[src/rtl/truth_table_sweeper.sv]
// Drives every input combination of a small combinational circuit in ascending order,
// holds each one for DWELL cycles and captures the circuit's Y output into a truth table.
module truth_table_sweeper #(
    parameter int N_IN  = 3,
    parameter int DWELL = 20
) (
    input  logic                 i_clk,
    input  logic                 i_rst,
    input  logic                 i_start,
    input  logic                 i_y_in,
    output logic [N_IN-1:0]      o_abc,
    output logic                 o_busy,
    output logic                 o_done,
    output logic [2**N_IN-1:0]   o_table_out,
    output logic                 o_table_valid
);

    localparam int CW = (DWELL > 1) ? $clog2(DWELL) : 1;
    localparam int NPAT = 2**N_IN;
    localparam logic [CW-1:0]   LAST_CNT = CW'(DWELL - 1);
    localparam logic [N_IN-1:0] LAST_PAT = {N_IN{1'b1}};

    typedef enum logic [1:0] {
        S_IDLE  = 2'd0,
        S_DRIVE = 2'd1,
        S_DONE  = 2'd2
    } state_t;

    state_t            r_state;
    state_t            w_state_nxt;
    logic [N_IN-1:0]   r_pattern;
    logic [N_IN-1:0]   w_pattern_nxt;
    logic [CW-1:0]     r_cnt;
    logic [CW-1:0]     w_cnt_nxt;
    logic [N_IN-1:0]   r_abc;
    logic [N_IN-1:0]   w_abc_nxt;
    logic              r_busy;
    logic              w_busy_nxt;
    logic              r_done;
    logic              w_done_nxt;
    logic [NPAT-1:0]   r_table;
    logic [NPAT-1:0]   w_table_nxt;
    logic              r_valid;
    logic              w_valid_nxt;

    // Output registers are loaded with the values belonging to the state being entered,
    // so abc/busy/done line up exactly with the FSM state they describe.
    always_comb begin
        w_state_nxt   = r_state;
        w_pattern_nxt = r_pattern;
        w_cnt_nxt     = r_cnt;
        w_abc_nxt     = '0;
        w_busy_nxt    = 1'b0;
        w_done_nxt    = 1'b0;
        w_table_nxt   = r_table;
        w_valid_nxt   = r_valid;
        case (r_state)
            S_IDLE: begin
                if (i_start) begin
                    w_state_nxt   = S_DRIVE;
                    w_pattern_nxt = '0;
                    w_cnt_nxt     = '0;
                    w_table_nxt   = '0;
                    w_valid_nxt   = 1'b0;
                    w_busy_nxt    = 1'b1;
                    w_abc_nxt     = '0;
                end
            end
            S_DRIVE: begin
                w_busy_nxt = 1'b1;
                w_abc_nxt  = r_pattern;
                w_cnt_nxt  = r_cnt + 1'b1;
                // Last dwell cycle is the only sample point for this pattern.
                if (r_cnt == LAST_CNT) begin
                    w_table_nxt[r_pattern] = i_y_in;
                    w_cnt_nxt              = '0;
                    if (r_pattern == LAST_PAT) begin
                        w_state_nxt = S_DONE;
                        w_busy_nxt  = 1'b0;
                        w_abc_nxt   = '0;
                        w_done_nxt  = 1'b1;
                        w_valid_nxt = 1'b1;
                    end else begin
                        w_pattern_nxt = r_pattern + 1'b1;
                        w_abc_nxt     = r_pattern + 1'b1;
                    end
                end
            end
            S_DONE: begin
                w_state_nxt = S_IDLE;
            end
            default: begin
                w_state_nxt = S_IDLE;
            end
        endcase
    end

    always_ff @(posedge i_clk) begin
        if (i_rst) begin
            r_state   <= S_IDLE;
            r_pattern <= '0;
            r_cnt     <= '0;
            r_abc     <= '0;
            r_busy    <= 1'b0;
            r_done    <= 1'b0;
            r_table   <= '0;
            r_valid   <= 1'b0;
        end else begin
            r_state   <= w_state_nxt;
            r_pattern <= w_pattern_nxt;
            r_cnt     <= w_cnt_nxt;
            r_abc     <= w_abc_nxt;
            r_busy    <= w_busy_nxt;
            r_done    <= w_done_nxt;
            r_table   <= w_table_nxt;
            r_valid   <= w_valid_nxt;
        end
    end

    assign o_abc         = r_abc;
    assign o_busy        = r_busy;
    assign o_done        = r_done;
    assign o_table_out   = r_table;
    assign o_table_valid = r_valid;

endmodule

[config.mk]
export PLATFORM = sky130hd
export DESIGN_NAME = truth_table_sweeper
export DESIGN_NICKNAME = d
export VERILOG_FILES = /design/src/rtl/truth_table_sweeper.sv
export SDC_FILE = /design/constraint.sdc
export NUM_CORES = 1
export LEC_CHECK = 0
export ABC_CLOCK_PERIOD_IN_PS = 1800
export CAP_MARGIN = 20
export CORE_MARGIN = 8
export CORE_UTILIZATION = 53
export CTS_BUF_LIST = sky130_fd_sc_hd__clkbuf_8
export CTS_CLUSTER_DIAMETER = 30
export DETAILED_ROUTE_END_ITERATION = 10
export PLACE_DENSITY = 0.81
export SYNTH_ARGS = -nofsm -noshare
export SYNTH_HDL_FRONTEND = slang
export SYNTH_SLANG_ARGS = --single-unit
[constraint.sdc]
create_clock -name i_clk -period 1.8 [get_ports i_clk]
set_input_delay 0.36 -clock i_clk [delete_from_list [all_inputs] [get_ports i_clk]]
set_output_delay 0.36 -clock i_clk [all_outputs]
set_load 0.05 [all_outputs]
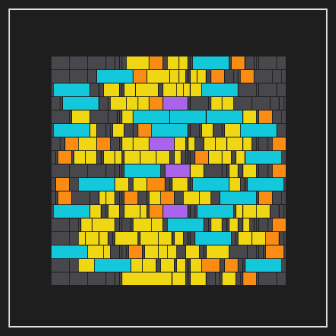
*Placement by cell class*
Fill, decap, tap and diode cells in gray.
Cyan is flops, cells 24, share of their area 33%. Orange is other buffers and delay cells, cells 28, share of their area 15%. Yellow is combinational and other logic, cells 99, share of their area 48%. Purple is clock drivers and dummy loads, cells 4, share of their area 3.8%.
Seq area share: 0.323
core area: 2190 µm²
final instance area: 1490 µm²
Final Util: 0.678
# rows: 17

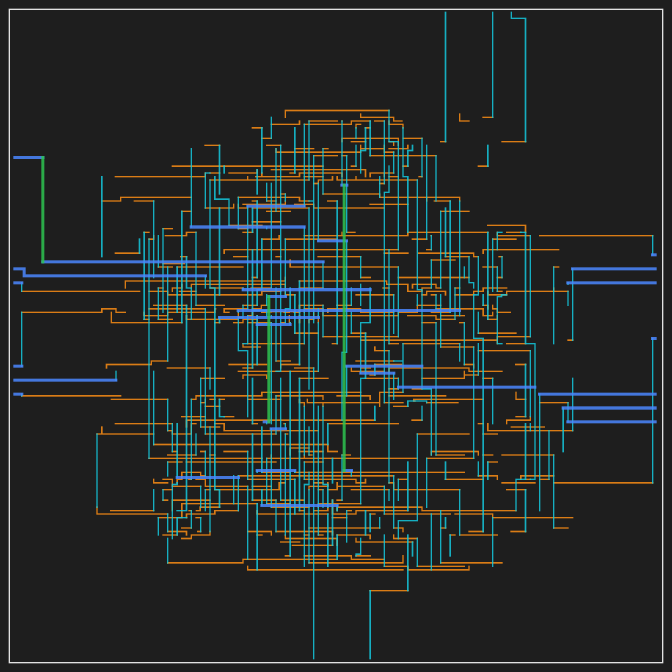
*Signal wires by layer*
Cyan is metal 2, wire length 1400 µm. Blue is metal 3, wire length 219 µm. Orange is metal 1, wire length 1350 µm. Green is metal 4, wire length 50.3 µm.
routed vias: 1132
global router's overall resource usage: 0.153
WL final: 3020 µm
drt wl/cell: 16.5 µm

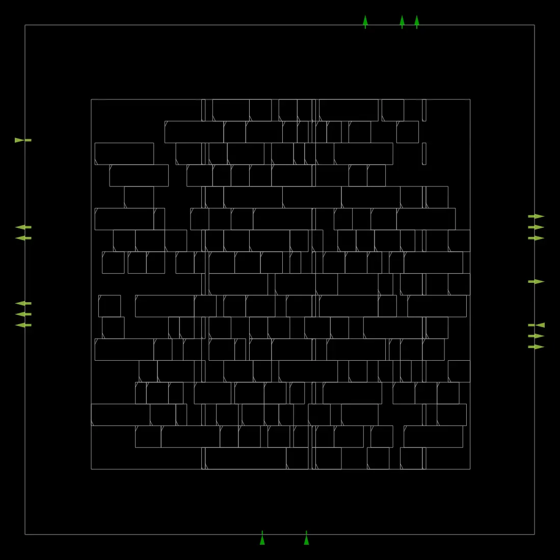
*Cell outlines without signal wires*
Well Taps: 28
Fill cells: 188
flip-flops: 24
Final Non-Filler Cells: 183

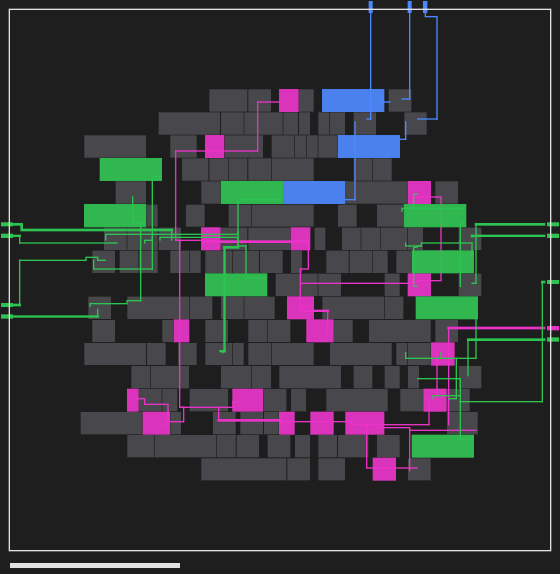
*Wires at chosen ports, followed through buffers*
Bar = 20 µm.
Blue is `o_abc`, bits 3, direction output, edge top, end cells 3, buffers 3, wire 55.7 µm. Green is `o_table_out`, bits 8, direction output, edge 4 right, 4 left, end cells 8, buffers 8, wire 295 µm. Magenta is `i_rst`, bits 1, direction input, edge right, end cells 18, buffers 2, wire 218 µm.
PortBufs: 17
I/O pin cnt: 18

==> summary.txt <==
Slew headroom - 0.643
P_clk - 357 µW
Distinct lib cells used - 40
synthesized area per cell - 9.14 µm²
drt drc - 0
switching part of the total - 0.216
sequential fraction of design power - 0.560
Top cell excl fill/tap - buf_4
M3 GR Usage - 0.0371
Worst Tran Pin Value - 0.535 ns
yosys stat area - 1210 µm²
Dominant flop cell - dfxtp_1
grt met1 use - 0.183
Setup TNS - 0 ns
Post-DP HPWL - 2180 µm
EDFF count, synth - 0
number of setup buffers added after CTS - 0
Area leader share - 0.398
antenna violations before repair - 0
Synth flops - 24
top logic cells by instance count in the layout - buf_4, dfxtp_1, nand2_1, nand2b_1, a21oi_1
clock sink count - 24
WHS Path Cells - 2
CP startpoint - r_cnt[0]
Reg2Reg Launch Point - r_cnt[0]
global routing usage on met2 - 0.257
placed instance count - 179
Root Buffer - clkbuf_8
share of cells above drive strength 1 - 0.213
Final min period - 1.68 ns
CP cell instances - ha_1, nand4bb_4, or4_1, a31o_1
fp util - 0.551
R2R depth - 4
Die X - 63.7 µm
Post-CTS Hold Buffers - 0
first-pass GRT wire length - 5250 µm
NetSw - 210 µW
Ys Warns - 0
max-slew violation count - 0
mapped cell area - 1210 µm²
Max Root-Sink Buffers - 2
CP arrival - 1.83 ns
worst hold slack - 0.510 ns
DP Area - 1420 µm²
Slowest-stage cell, CP - or4_1
count leader, synth - dfxtp_1
commonest cells in the netlist - dfxtp_1, nand2_1, a21oi_1, clkbuf_1, nand2b_1
max FFs per register - 8
final hold vios - 0
diodes inserted - 0
capture point of the worst path - o_table_out[6]
worst reg2reg setup slack - 0.12 ns
Setup CP Type - reg2reg
RePlAce Congestion - 0.816
Peak Freq - 597 MHz
FFs w/ async S/R, synth - 0
logic gate share of total power - 0.072
tool warnings - 27
CTS H-tree lvls - 1
comb pwr - 69.7 µW
largest area contributor in the netlist - dfxtp_1
ys cells - 132
FF-to-FF End - o_table_out[6]
hold wc startpoint - o_table_out[4]
via/cell ratio - 6.19
Pwr Density - 652 nW/µm²
Worst Clk Skew - 0.00550 ns
area grow syn2layout - 23.2%
DIE AREA - 4060 µm²
met3 wire length - 218 µm
P_leak - 0.000567 µW
Final Cycle Share - 0.931
family with the most delay on the worst path - simple AND/OR/NAND/NOR gates
Iter 0 DRT Violations - 65
Max VDD drop - 0.435 mV
status - finished, final reports clean
antenna-violating nets left - 0
Seq share, synth - 0.398
CTS tree - done
critical path required time - 1.95 ns
final worst setup slack - 0.124 ns
syn_nets - 140
CP Max Fanout - 6
unrepaired setup endpoints after global routing - no
Synth area leaders - dfxtp_1, ha_1, nand2_1, nand2b_1, nand3b_1
Crit. End Element - register
gr ovfl total - 0
logic make-up after synthesis:
| logic type | count (synthesis) | synth area share |
|---|---|---|
| adder cells (fa/ha/maj) | 4 | 0.0415 |
| AND/OR/NAND/NOR | 61 | 0.322 |
| flip-flops | 24 | 0.398 |
| buffers and inverters | 12 | 0.0456 |
| AND-OR/OR-AND | 31 | 0.193 |
cell type report:
| class | instances | area, µm² |
|---|---|---|
| Clock buffer | 4 | 55.1 |
| Fill cell | 188 | 704 |
| Inverter | 3 | 11.3 |
| Multi-Input combinational cell | 96 | 687 |
| Sequential cell | 24 | 480 |
| Tap cell | 28 | 35.0 |
| Timing Repair Buffer | 28 | 218 |
Power figures rest on the tool's default switching activity, not on a simulated workload.
